`src/rtl/local_memory_arbiter_if.sv`:
```
// Bundle of the two requester ports (A: core path, B: management path) and the SRAM port.
// The arbiter takes the slave side; the requesters/SRAM model take the master side.
interface local_memory_arbiter_if #(
   parameter int ADDR_BITS = 9
);
   logic                 a_req;
   logic                 a_we;
   logic [3:0]           a_byteMask;
   logic [31:0]          a_address;
   logic [31:0]          a_writeData;
   logic [31:0]          a_readData;
   logic                 a_ready;
   logic                 a_error;

   logic                 b_req;
   logic                 b_we;
   logic [3:0]           b_byteMask;
   logic [31:0]          b_address;
   logic [31:0]          b_writeData;
   logic [31:0]          b_readData;
   logic                 b_ready;
   logic                 b_error;

   logic                 sram_en;
   logic [3:0]           sram_we;
   logic [ADDR_BITS-1:0] sram_addr;
   logic [31:0]          sram_wdata;
   logic [31:0]          sram_rdata;

   modport slave (
      input  a_req, a_we, a_byteMask, a_address, a_writeData,
      input  b_req, b_we, b_byteMask, b_address, b_writeData,
      input  sram_rdata,
      output a_readData, a_ready, a_error,
      output b_readData, b_ready, b_error,
      output sram_en, sram_we, sram_addr, sram_wdata
   );

   modport master (
      output a_req, a_we, a_byteMask, a_address, a_writeData,
      output b_req, b_we, b_byteMask, b_address, b_writeData,
      output sram_rdata,
      input  a_readData, a_ready, a_error,
      input  b_readData, b_ready, b_error,
      input  sram_en, sram_we, sram_addr, sram_wdata
   );
endinterface

```
`src/rtl/local_memory_arbiter.sv`:
```
// Shares one single-port, 1-cycle-latency SRAM between requesters A and B.
// A has fixed priority; a wait counter lets a pending B through after MAX_WAIT A grants.
module local_memory_arbiter #(
   parameter int ADDR_BITS = 9,
   parameter int MAX_WAIT  = 4
) (
   input  logic                  clk,
   input  logic                  rst,
   local_memory_arbiter_if.slave bus_if
);
   localparam int WAIT_W = (MAX_WAIT < 2) ? 1 : $clog2(MAX_WAIT + 1);
   localparam logic [WAIT_W-1:0] WAIT_MAX = WAIT_W'(MAX_WAIT);

   typedef enum logic [1:0] {IDLE = 2'd0, ISSUE = 2'd1, CAPTURE = 2'd2} state_t;

   state_t               state_q, state_d;
   logic                 owner_b_q, owner_b_d;
   logic                 we_q, we_d;
   logic                 oor_q, oor_d;
   logic [WAIT_W-1:0]    wait_q, wait_d;
   logic                 sram_en_q, sram_en_d;
   logic [3:0]           sram_we_q, sram_we_d;
   logic [ADDR_BITS-1:0] sram_addr_q, sram_addr_d;
   logic [31:0]          sram_wdata_q, sram_wdata_d;
   logic                 a_ready_q, a_ready_d, a_error_q, a_error_d;
   logic [31:0]          a_rdata_q, a_rdata_d;
   logic                 b_ready_q, b_ready_d, b_error_q, b_error_d;
   logic [31:0]          b_rdata_q, b_rdata_d;

   logic                 a_pend, b_pend, grant_any, grant_b;
   logic                 sel_we, sel_in_range;
   logic [3:0]           sel_mask;
   logic [31:0]          sel_addr, sel_wdata, sel_word, cap_rdata;

   // A request is treated as consumed during the cycle its own ready is high.
   always_comb begin
      a_pend       = bus_if.a_req & ~a_ready_q;
      b_pend       = bus_if.b_req & ~b_ready_q;
      grant_any    = (state_q == IDLE) && (a_pend || b_pend);
      grant_b      = b_pend && (!a_pend || (MAX_WAIT != 0 && wait_q >= WAIT_MAX));
      sel_we       = grant_b ? bus_if.b_we          : bus_if.a_we;
      sel_mask     = grant_b ? bus_if.b_byteMask    : bus_if.a_byteMask;
      sel_addr     = grant_b ? bus_if.b_address     : bus_if.a_address;
      sel_wdata    = grant_b ? bus_if.b_writeData   : bus_if.a_writeData;
      sel_word     = sel_addr >> 2;
      sel_in_range = (sel_word[31:ADDR_BITS] == '0);
   end

   always_ff @(posedge clk or posedge rst) begin
      if (rst) begin
         state_q <= IDLE;
      end else begin
         state_q <= state_d;
      end
   end

   always_comb begin
      state_d = IDLE;
      case (state_q)
         IDLE:    state_d = grant_any ? ISSUE : IDLE;
         ISSUE:   state_d = CAPTURE;
         CAPTURE: state_d = IDLE;
         default: state_d = IDLE;
      endcase
   end

   always_comb begin
      owner_b_d    = owner_b_q;
      we_d         = we_q;
      oor_d        = oor_q;
      wait_d       = wait_q;
      sram_en_d    = 1'b0;
      sram_we_d    = 4'b0000;
      sram_addr_d  = '0;
      sram_wdata_d = 32'h0;
      a_ready_d    = 1'b0;
      a_error_d    = 1'b0;
      a_rdata_d    = a_rdata_q;
      b_ready_d    = 1'b0;
      b_error_d    = 1'b0;
      b_rdata_d    = b_rdata_q;
      cap_rdata    = (oor_q || we_q) ? 32'h0 : bus_if.sram_rdata;
      case (state_q)
         IDLE: begin
            if (grant_any) begin
               owner_b_d = grant_b;
               we_d      = sel_we;
               oor_d     = !sel_in_range;
               if (sel_in_range) begin
                  sram_en_d    = 1'b1;
                  sram_we_d    = sel_we ? sel_mask : 4'b0000;
                  sram_addr_d  = sel_word[ADDR_BITS-1:0];
                  sram_wdata_d = sel_wdata;
               end
               // The starvation count saturates so it never wraps back below MAX_WAIT.
               if (grant_b) begin
                  wait_d = '0;
               end else if (bus_if.b_req && wait_q < WAIT_MAX) begin
                  wait_d = wait_q + WAIT_W'(1);
               end
            end
         end
         CAPTURE: begin
            if (owner_b_q) begin
               b_ready_d = 1'b1;
               b_error_d = oor_q;
               b_rdata_d = cap_rdata;
            end else begin
               a_ready_d = 1'b1;
               a_error_d = oor_q;
               a_rdata_d = cap_rdata;
            end
         end
         default: ;
      endcase
   end

   always_ff @(posedge clk or posedge rst) begin
      if (rst) begin
         owner_b_q    <= 1'b0;
         we_q         <= 1'b0;
         oor_q        <= 1'b0;
         wait_q       <= '0;
         sram_en_q    <= 1'b0;
         sram_we_q    <= 4'b0000;
         sram_addr_q  <= '0;
         sram_wdata_q <= 32'h0;
         a_ready_q    <= 1'b0;
         a_error_q    <= 1'b0;
         a_rdata_q    <= 32'h0;
         b_ready_q    <= 1'b0;
         b_error_q    <= 1'b0;
         b_rdata_q    <= 32'h0;
      end else begin
         owner_b_q    <= owner_b_d;
         we_q         <= we_d;
         oor_q        <= oor_d;
         wait_q       <= wait_d;
         sram_en_q    <= sram_en_d;
         sram_we_q    <= sram_we_d;
         sram_addr_q  <= sram_addr_d;
         sram_wdata_q <= sram_wdata_d;
         a_ready_q    <= a_ready_d;
         a_error_q    <= a_error_d;
         a_rdata_q    <= a_rdata_d;
         b_ready_q    <= b_ready_d;
         b_error_q    <= b_error_d;
         b_rdata_q    <= b_rdata_d;
      end
   end

   assign bus_if.sram_en    = sram_en_q;
   assign bus_if.sram_we    = sram_we_q;
   assign bus_if.sram_addr  = sram_addr_q;
   assign bus_if.sram_wdata = sram_wdata_q;
   assign bus_if.a_ready    = a_ready_q;
   assign bus_if.a_error    = a_error_q;
   assign bus_if.a_readData = a_rdata_q;
   assign bus_if.b_ready    = b_ready_q;
   assign bus_if.b_error    = b_error_q;
   assign bus_if.b_readData = b_rdata_q;
endmodule

```
`src/flat_wrapper.sv`:
```
// flat-port wrapper written by rule: the top's interface ports become plain ports
module local_memory_arbiter_flat 
#(
   parameter int ADDR_BITS = 9,
   parameter int MAX_WAIT  = 4
)
  (clk, rst, bus_if_a_req, bus_if_a_we, bus_if_a_byteMask, bus_if_a_address, bus_if_a_writeData, bus_if_b_req, bus_if_b_we, bus_if_b_byteMask, bus_if_b_address, bus_if_b_writeData, bus_if_sram_rdata, bus_if_a_readData, bus_if_a_ready, bus_if_a_error, bus_if_b_readData, bus_if_b_ready, bus_if_b_error, bus_if_sram_en, bus_if_sram_we, bus_if_sram_addr, bus_if_sram_wdata);
  local_memory_arbiter_if #(.ADDR_BITS(ADDR_BITS)) bus_if_i ();
  input  logic clk;
  input  logic rst;
  input wire logic [$bits(bus_if_i.a_req)-1:0] bus_if_a_req;
  input wire logic [$bits(bus_if_i.a_we)-1:0] bus_if_a_we;
  input wire logic [$bits(bus_if_i.a_byteMask)-1:0] bus_if_a_byteMask;
  input wire logic [$bits(bus_if_i.a_address)-1:0] bus_if_a_address;
  input wire logic [$bits(bus_if_i.a_writeData)-1:0] bus_if_a_writeData;
  input wire logic [$bits(bus_if_i.b_req)-1:0] bus_if_b_req;
  input wire logic [$bits(bus_if_i.b_we)-1:0] bus_if_b_we;
  input wire logic [$bits(bus_if_i.b_byteMask)-1:0] bus_if_b_byteMask;
  input wire logic [$bits(bus_if_i.b_address)-1:0] bus_if_b_address;
  input wire logic [$bits(bus_if_i.b_writeData)-1:0] bus_if_b_writeData;
  input wire logic [$bits(bus_if_i.sram_rdata)-1:0] bus_if_sram_rdata;
  output wire logic [$bits(bus_if_i.a_readData)-1:0] bus_if_a_readData;
  output wire logic [$bits(bus_if_i.a_ready)-1:0] bus_if_a_ready;
  output wire logic [$bits(bus_if_i.a_error)-1:0] bus_if_a_error;
  output wire logic [$bits(bus_if_i.b_readData)-1:0] bus_if_b_readData;
  output wire logic [$bits(bus_if_i.b_ready)-1:0] bus_if_b_ready;
  output wire logic [$bits(bus_if_i.b_error)-1:0] bus_if_b_error;
  output wire logic [$bits(bus_if_i.sram_en)-1:0] bus_if_sram_en;
  output wire logic [$bits(bus_if_i.sram_we)-1:0] bus_if_sram_we;
  output wire logic [$bits(bus_if_i.sram_addr)-1:0] bus_if_sram_addr;
  output wire logic [$bits(bus_if_i.sram_wdata)-1:0] bus_if_sram_wdata;
  assign bus_if_i.a_req = bus_if_a_req;
  assign bus_if_i.a_we = bus_if_a_we;
  assign bus_if_i.a_byteMask = bus_if_a_byteMask;
  assign bus_if_i.a_address = bus_if_a_address;
  assign bus_if_i.a_writeData = bus_if_a_writeData;
  assign bus_if_i.b_req = bus_if_b_req;
  assign bus_if_i.b_we = bus_if_b_we;
  assign bus_if_i.b_byteMask = bus_if_b_byteMask;
  assign bus_if_i.b_address = bus_if_b_address;
  assign bus_if_i.b_writeData = bus_if_b_writeData;
  assign bus_if_i.sram_rdata = bus_if_sram_rdata;
  assign bus_if_a_readData = bus_if_i.a_readData;
  assign bus_if_a_ready = bus_if_i.a_ready;
  assign bus_if_a_error = bus_if_i.a_error;
  assign bus_if_b_readData = bus_if_i.b_readData;
  assign bus_if_b_ready = bus_if_i.b_ready;
  assign bus_if_b_error = bus_if_i.b_error;
  assign bus_if_sram_en = bus_if_i.sram_en;
  assign bus_if_sram_we = bus_if_i.sram_we;
  assign bus_if_sram_addr = bus_if_i.sram_addr;
  assign bus_if_sram_wdata = bus_if_i.sram_wdata;
  local_memory_arbiter #(.ADDR_BITS(ADDR_BITS), .MAX_WAIT(MAX_WAIT)) u_core (.clk(clk), .rst(rst), .bus_if(bus_if_i));
endmodule
```
`config.mk`:
```
export PLATFORM = sky130hd
export DESIGN_NAME = local_memory_arbiter_flat
export DESIGN_NICKNAME = d
export VERILOG_FILES = /design/src/rtl/local_memory_arbiter_if.sv /design/src/rtl/local_memory_arbiter.sv /design/src/flat_wrapper.sv
export SDC_FILE = /design/constraint.sdc
export NUM_CORES = 1
export LEC_CHECK = 0
export CAP_MARGIN = 20
export CORE_ASPECT_RATIO = 0.8
export CORE_MARGIN = 2
export CORE_UTILIZATION = 35
export CTS_BUF_LIST = sky130_fd_sc_hd__clkbuf_16
export DETAILED_ROUTE_END_ITERATION = 8
export PLACE_DENSITY = 0.78
export SYNTH_ARGS = -nofsm -noshare
export SYNTH_HDL_FRONTEND = slang
export SYNTH_SLANG_ARGS = --single-unit
```
`constraint.sdc`:
```
create_clock -name clk -period 4.1 [get_ports clk]
set_clock_uncertainty 0.15 [all_clocks]
set_input_delay 0.82 -clock clk [delete_from_list [all_inputs] [get_ports clk]]
set_output_delay 0.82 -clock clk [all_outputs]
set_load 0.02 [all_outputs]
```
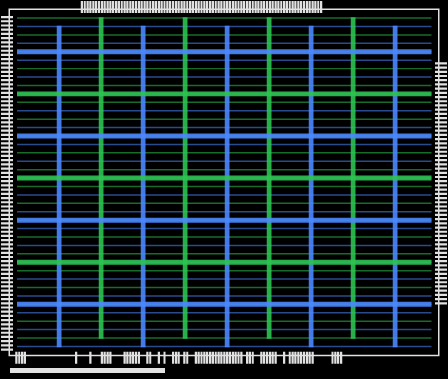
*PDN straps and rails, run 1*
Scale bar: 50 um. Pins as bars on the die edge.
Key: VDD = green; VSS = blue
288 signal pins sit on the boundary. The core has 39 rows. 7 straps on met5. 40 met1 rails follow the rows. 9 straps on met4.
Core Area: 14,200 sq um
peak ir drop on the vdd network: 0.350 mV
height of the die: 111 um
horizontal die dimension: 138 um

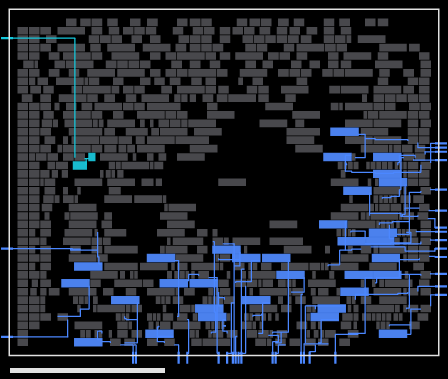
*Port wiring, run 1*
Scale bar: 50 um.
Key: bus_if_b_readData = blue [bits 32, direction output, edge 16 bottom, 14 right, 2 left, end cells 32, wire 999 um]; bus_if_a_req = cyan [bits 1, direction input, edge left, end cells 2, wire 62.5 um]
# port buffers: 283
top-level port count: 288

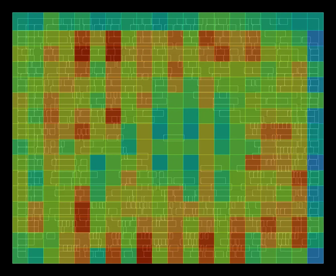
*Track usage over the die, run 1*
drt wl/cell: 15.6 um
utilization after layout: 61.8%
met2 Resource Use GR: 37.7%
global-route met3 utilization: 4.82%
GRT Overall Usage: 19.1%

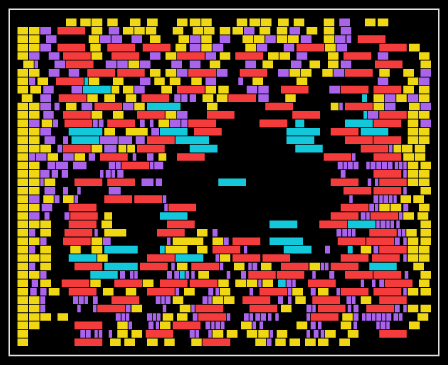
*Cells coloured by class, run 1*
Key: remaining buffers and delay cells = yellow [cells 294, share of their area 35%]; sequential cells = red [cells 122, share of their area 36%]; clock drivers and dummy loads = cyan [cells 32, share of their area 7.9%]; combinational and other logic = purple [cells 300, share of their area 22%]
proportion of cell area occupied by registers: 34.8%
number of rows created at floorplan: 39
post-route cell area: 8780 sq um

==> impl_metrics.yaml, run 1 <==
# flow metrics
status:
  run_status: "completed"
job:
  warnings: 30
pwr:
  comb_pwr_mw: 1.38
  p_seq_share_pct: 33.1
  power.sequential.total_mw: 1.53
critical_path:
  worst-r2r-cell-count: 5
  r2r_end: "u_core.bus_if.sram_wdata[23]"
  regToRegSetupSlack_ns: 1.85
  timing.critical_path.to: "u_core.bus_if.sram_wdata[23]"
  setup.worst_path.start_class: "input pin"
routing:
  via_count: 4458
  remaining_drc_errors: 0
cells_and_area:
  fill_cells: 1104
  n_antenna_cell: 0
logic_synthesis:
  post-synth-top-count-cell: "sky130_fd_sc_hd__dfrtp_1"
  ff_type: "sky130_fd_sc_hd__dfrtp_1"
  netlist_area_sq_um: 5050
global_routing:
  grt_antenna_before_repair: 0
sta:
  drv_slew: 0
  timing.setup.tns_ns: 0
  hold-worst-slack_ns: 0.328
  timing.final.crit_share_pct: 65.4
cts:
  cts_max_path_buffers: 2
  cts_root_buffer: "sky130_fd_sc_hd__clkbuf_16"
  clock_latency_at_the_later_pin_of_the_worst_skew_pair_ns: 0.40
min_path:
  hold-path-cell-count: 1
placement:
  preCtsSetupSlack_ns: 1.00
  gpl.final_weighted_congestion: 0.806
[run 1: cells by family after synthesis]
family,Yosys count,share of synthesized area [%]
multiplexers,49,9.79
AND-OR/OR-AND,71,7.26
flip-flops,122,60.5
adder cells (fa/ha/maj),1,0.248
buffers and inverters,37,3.89
AND/OR/NAND/NOR,174,18.3
[run 1: critical path, delay by kind of cell]
kind	cells	cell delay, ns
buf+inv	2	0.79
compound gates	1	0.66
simple gates	3	0.52
[run 1: layer usage]
layer	up-vias	wire, um	share of wire (%)
li1	2116	-	-
met1	2138	5280	36
met2	180	8120	56
met3	24	874	6.0
met4	0	286	2.0
met5	-	0	0
[run 1: final cells by class]
cell class,instances,area share (%)
tap,184,2.62
inverter,5,0.257
sequential,122,34.8
clock inverter,15,2.89
timing repair buffer,294,33.9
clock buffer,17,4.85
multi-input combinational,295,20.7
==> run 2, diff against run 1 <==
==> constraint.sdc (replaced) <==
create_clock -name clk -period 2.4 [get_ports clk]
set_clock_uncertainty 0.15 [all_clocks]
set_input_delay 0.48 -clock clk [delete_from_list [all_inputs] [get_ports clk]]
set_output_delay 0.48 -clock clk [all_outputs]
set_load 0.02 [all_outputs]
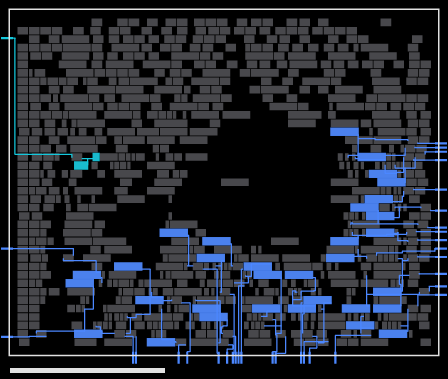
*Port wiring, run 2*
Scale bar: 50 um.
Key: bus_if_b_readData = blue [bits 32, direction output, edge 16 bottom, 14 right, 2 left, end cells 32, wire 889 um]; bus_if_a_req = cyan [bits 1, direction input, edge left, end cells 2, wire 63.9 um]

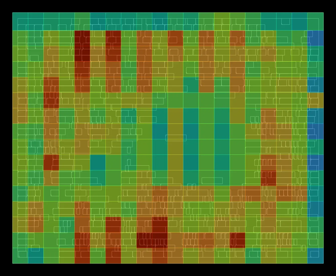
*Track usage over the die, run 2*
met1 Usage GRT: 20.1%
drt wl/cell: 15.4 um
global-route met3 utilization: 5.33%

==> impl_metrics.yaml, run 2 <==
# flow metrics
floorplanning:
  chipHeight_um: 111
  io_pins: 288
  die.size.x_um: 138
  row_count: 39
sta:
  drv_slew: 0
  timing.setup.tns_ns: 0
  hold-worst-slack_ns: 0.317
  timing.final.crit_share_pct: 86.5
logic_synthesis:
  yosys-dominant-comb-family: "simple AND/OR/NAND/NOR gates"
  netlist_area_sq_um: 5050
  synth_adder_area_share_pct: 0.248
  synthMuxAreaShare_pct: 9.79
  post-synth-top-count-cell: "sky130_fd_sc_hd__dfrtp_1"
  xor_share_pct: 0
  aoi_share_pct: 7.26
  synthSimpleGateAreaFrac_pct: 18.3
global_routing:
  grtUsageTotal_pct: 18.6
  grt_antenna_before_repair: 0
  globalRouteMet2Util_pct: 34.2
min_path:
  hold-path-cell-count: 1
routing:
  via_count: 4477
  remaining_drc_errors: 0
critical_path:
  startpoint_of_the_worst_register_to_register_path: "u_core.wait_q[2]"
  critical-path-top-delay-family: "buffers and inverters"
  r2r_end: "u_core.bus_if.sram_addr[2]"
  regToRegSetupSlack_ns: 0.50
  crit_buf_inv: 1
  worst-r2r-cell-count: 5
  setup.worst_path.start_class: "flop"
  timing.critical_path.to: "bus_if_b_ready"
  worst-path-stages: 1
cells_and_area:
  stdcell_area_sq_um: 8710
  postLayoutCoreUtil_pct: 61.3
  n_antenna_cell: 0
  fill_cells: 1107
cts:
  clock_latency_at_the_later_pin_of_the_worst_skew_pair_ns: 0.40
  cts_root_buffer: "sky130_fd_sc_hd__clkbuf_16"
  cts_max_path_buffers: 2
job:
  warnings: 32
placement:
  numPortBuffers: 283
  preCtsSetupSlack_ns: -0.0317
  gpl.final_weighted_congestion: 0.796
status:
  run_status: "completed"
## run 2: cell type report
class                   instances  area, sq um  area share (%)
multi-input cells             295         1820            20.9
clock buffers                  17          425            4.89
well taps                     184          230            2.64
inverters                       5         22.5           0.259
flip-flops and latches        122         3050            35.1
repair buffers                299         3020            34.6
clock inverters                14          140            1.61
## run 2: per-layer routing
layer | vias up | wire, um | share of wire [%]
met5 | - | 0 | 0
met4 | 0 | 421 | 2.9
met3 | 30 | 812 | 5.6
met2 | 203 | 7720 | 54
met1 | 2116 | 5420 | 38
li1 | 2128 | - | -
## run 2: where the power goes
group | leakage (nW) | internal, mW | total, mW | switching (mW)
Clock | 0.288 | 1.59 | 2.43 | 0.835
Combinational | 1.64 | 1.12 | 2.41 | 1.29
Sequential | 1.67 | 2.39 | 2.59 | 0.203
==> run 3, diff against run 2 <==
--- a/config.mk
+++ b/config.mk
@@ -6,11 +6,11 @@
 export NUM_CORES = 1
 export LEC_CHECK = 0
 export CAP_MARGIN = 20
-export CORE_ASPECT_RATIO = 0.8
 export CORE_MARGIN = 2
 export CORE_UTILIZATION = 35
 export CTS_BUF_LIST = sky130_fd_sc_hd__clkbuf_16
 export DETAILED_ROUTE_END_ITERATION = 8
+export GPL_TIMING_DRIVEN = 0
 export PLACE_DENSITY = 0.78
 export SYNTH_ARGS = -nofsm -noshare
 export SYNTH_HDL_FRONTEND = slang
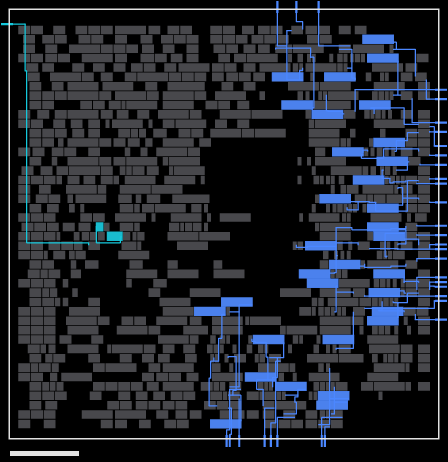
*Port wiring, run 3*
Scale bar: 20 um.
Key: bus_if_b_readData = blue [bits 32, direction output, edge 21 right, 8 bottom, 3 top, end cells 32, wire 929 um]; bus_if_a_req = cyan [bits 1, direction input, edge left, end cells 2, wire 100 um]

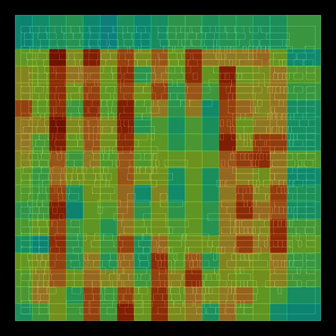
*Track usage over the die, run 3*
Most Used Layer, Global Route: met2
GRT Overall Usage: 21.4%
drt wl/cell: 17.6 um

==> impl_metrics.yaml, run 3 <==
# flow metrics
cts:
  clock_latency_at_the_later_pin_of_the_worst_skew_pair_ns: 0.40
  cts_max_path_buffers: 2
pwr:
  vdd_ir_drop_max_mv: 0.555
  p_seq_share_pct: 34.5
  share_comb_of_total_power_pct: 32.2
  top_power_group: "registers"
  comb_pwr_mw: 2.42
  power.sequential.total_mw: 2.60
  p_int_mw: 5.08
  power_switching_share_pct: 32.6
  p_sw_mw: 2.46
logic_synthesis:
  aoi_share_pct: 7.26
  ff_type: "sky130_fd_sc_hd__dfrtp_1"
  synthMuxAreaShare_pct: 9.79
  post-synth-top-count-cell: "sky130_fd_sc_hd__dfrtp_1"
  synthSimpleGateAreaFrac_pct: 18.3
  netlist_area_sq_um: 5050
  synth_adder_area_share_pct: 0.248
  xor_share_pct: 0
critical_path:
  startpoint_of_the_worst_register_to_register_path: "u_core.bus_if.b_ready"
  worst-path-stages: 1
  worst-r2r-cell-count: 6
  critical-path-top-delay-family: "buffers and inverters"
placement:
  gpl.final_weighted_congestion: 0.880
  numPortBuffers: 283
  preCtsSetupSlack_ns: -0.160
routing:
  wl_met2_um: 9100
  wirelength_met1_um: 6080
  via_count: 4650
job:
  warnings: 30
floorplanning:
  row_count: 43
  io_pins: 288
  die.size.x_um: 124
  core_area_sq_um: 14000
status:
  run_status: "completed"
cells_and_area:
  n_antenna_cell: 0
  stdcell_area_sq_um: 8730
sta:
  timing.final.crit_share_pct: 89.2
  timing.setup.tns_ns: 0
  hold-worst-slack_ns: 0.326
  drv_slew: 0
global_routing:
  grt_antenna_before_repair: 0
  globalRouteMet2Util_pct: 40.1
  globalRouteMet1Util_pct: 23.3
[run 3: netlist changes by cell type in the layout (fill, tap and decap cells not counted), moves of 2 or more]
cell / before / now
sky130_fd_sc_hd__inv_1: 7 / 5
sky130_fd_sc_hd__buf_2: 0 / 7
sky130_fd_sc_hd__clkinvlp_4: 2 / 4
sky130_fd_sc_hd__buf_12: 5 / 2
sky130_fd_sc_hd__buf_1: 0 / 2
sky130_fd_sc_hd__buf_6: 0 / 6
sky130_fd_sc_hd__clkbuf_1: 0 / 16
sky130_fd_sc_hd__buf_4: 11 / 1
[run 3: final cells by class]
class / instances / area, sq um
clock buffer: 17 / 425
sequential: 122 / 3050
inverter: 5 / 22.5
fill: 1136 / 5260
clock inverter: 14 / 156
buffer: 32 / 178
tap: 180 / 225
timing repair buffer: 285 / 2870
multi-input combinational: 295 / 1800

==> screenshots <==
Local utilization.
Plate I
Scale bar: 50 um. 14 x 11 tiles, from black (low) to pale yellow (high), 0 to 100% covered.
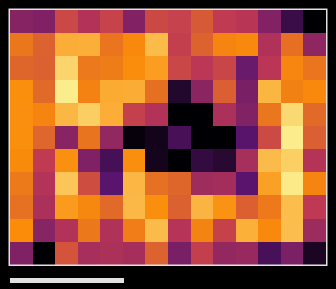
Plate II
Scale bar: 20 um. 12 x 12 tiles, from black (low) to pale yellow (high), 0 to 100% covered.
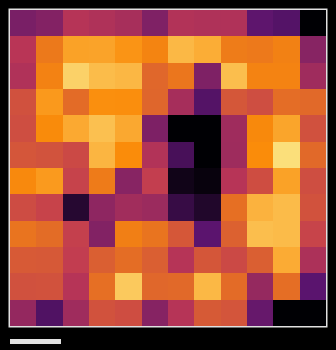
Run 1 is Plate I.
Run 3 is Plate II.

Key to Plate I:
23% of the tiles are over 75% full. 5.2% of the tiles are nearly empty. The fullest tile reaches 96%. The mean over all tiles is 56%.

No activity file was given, so power comes from the tool's default toggle rates.
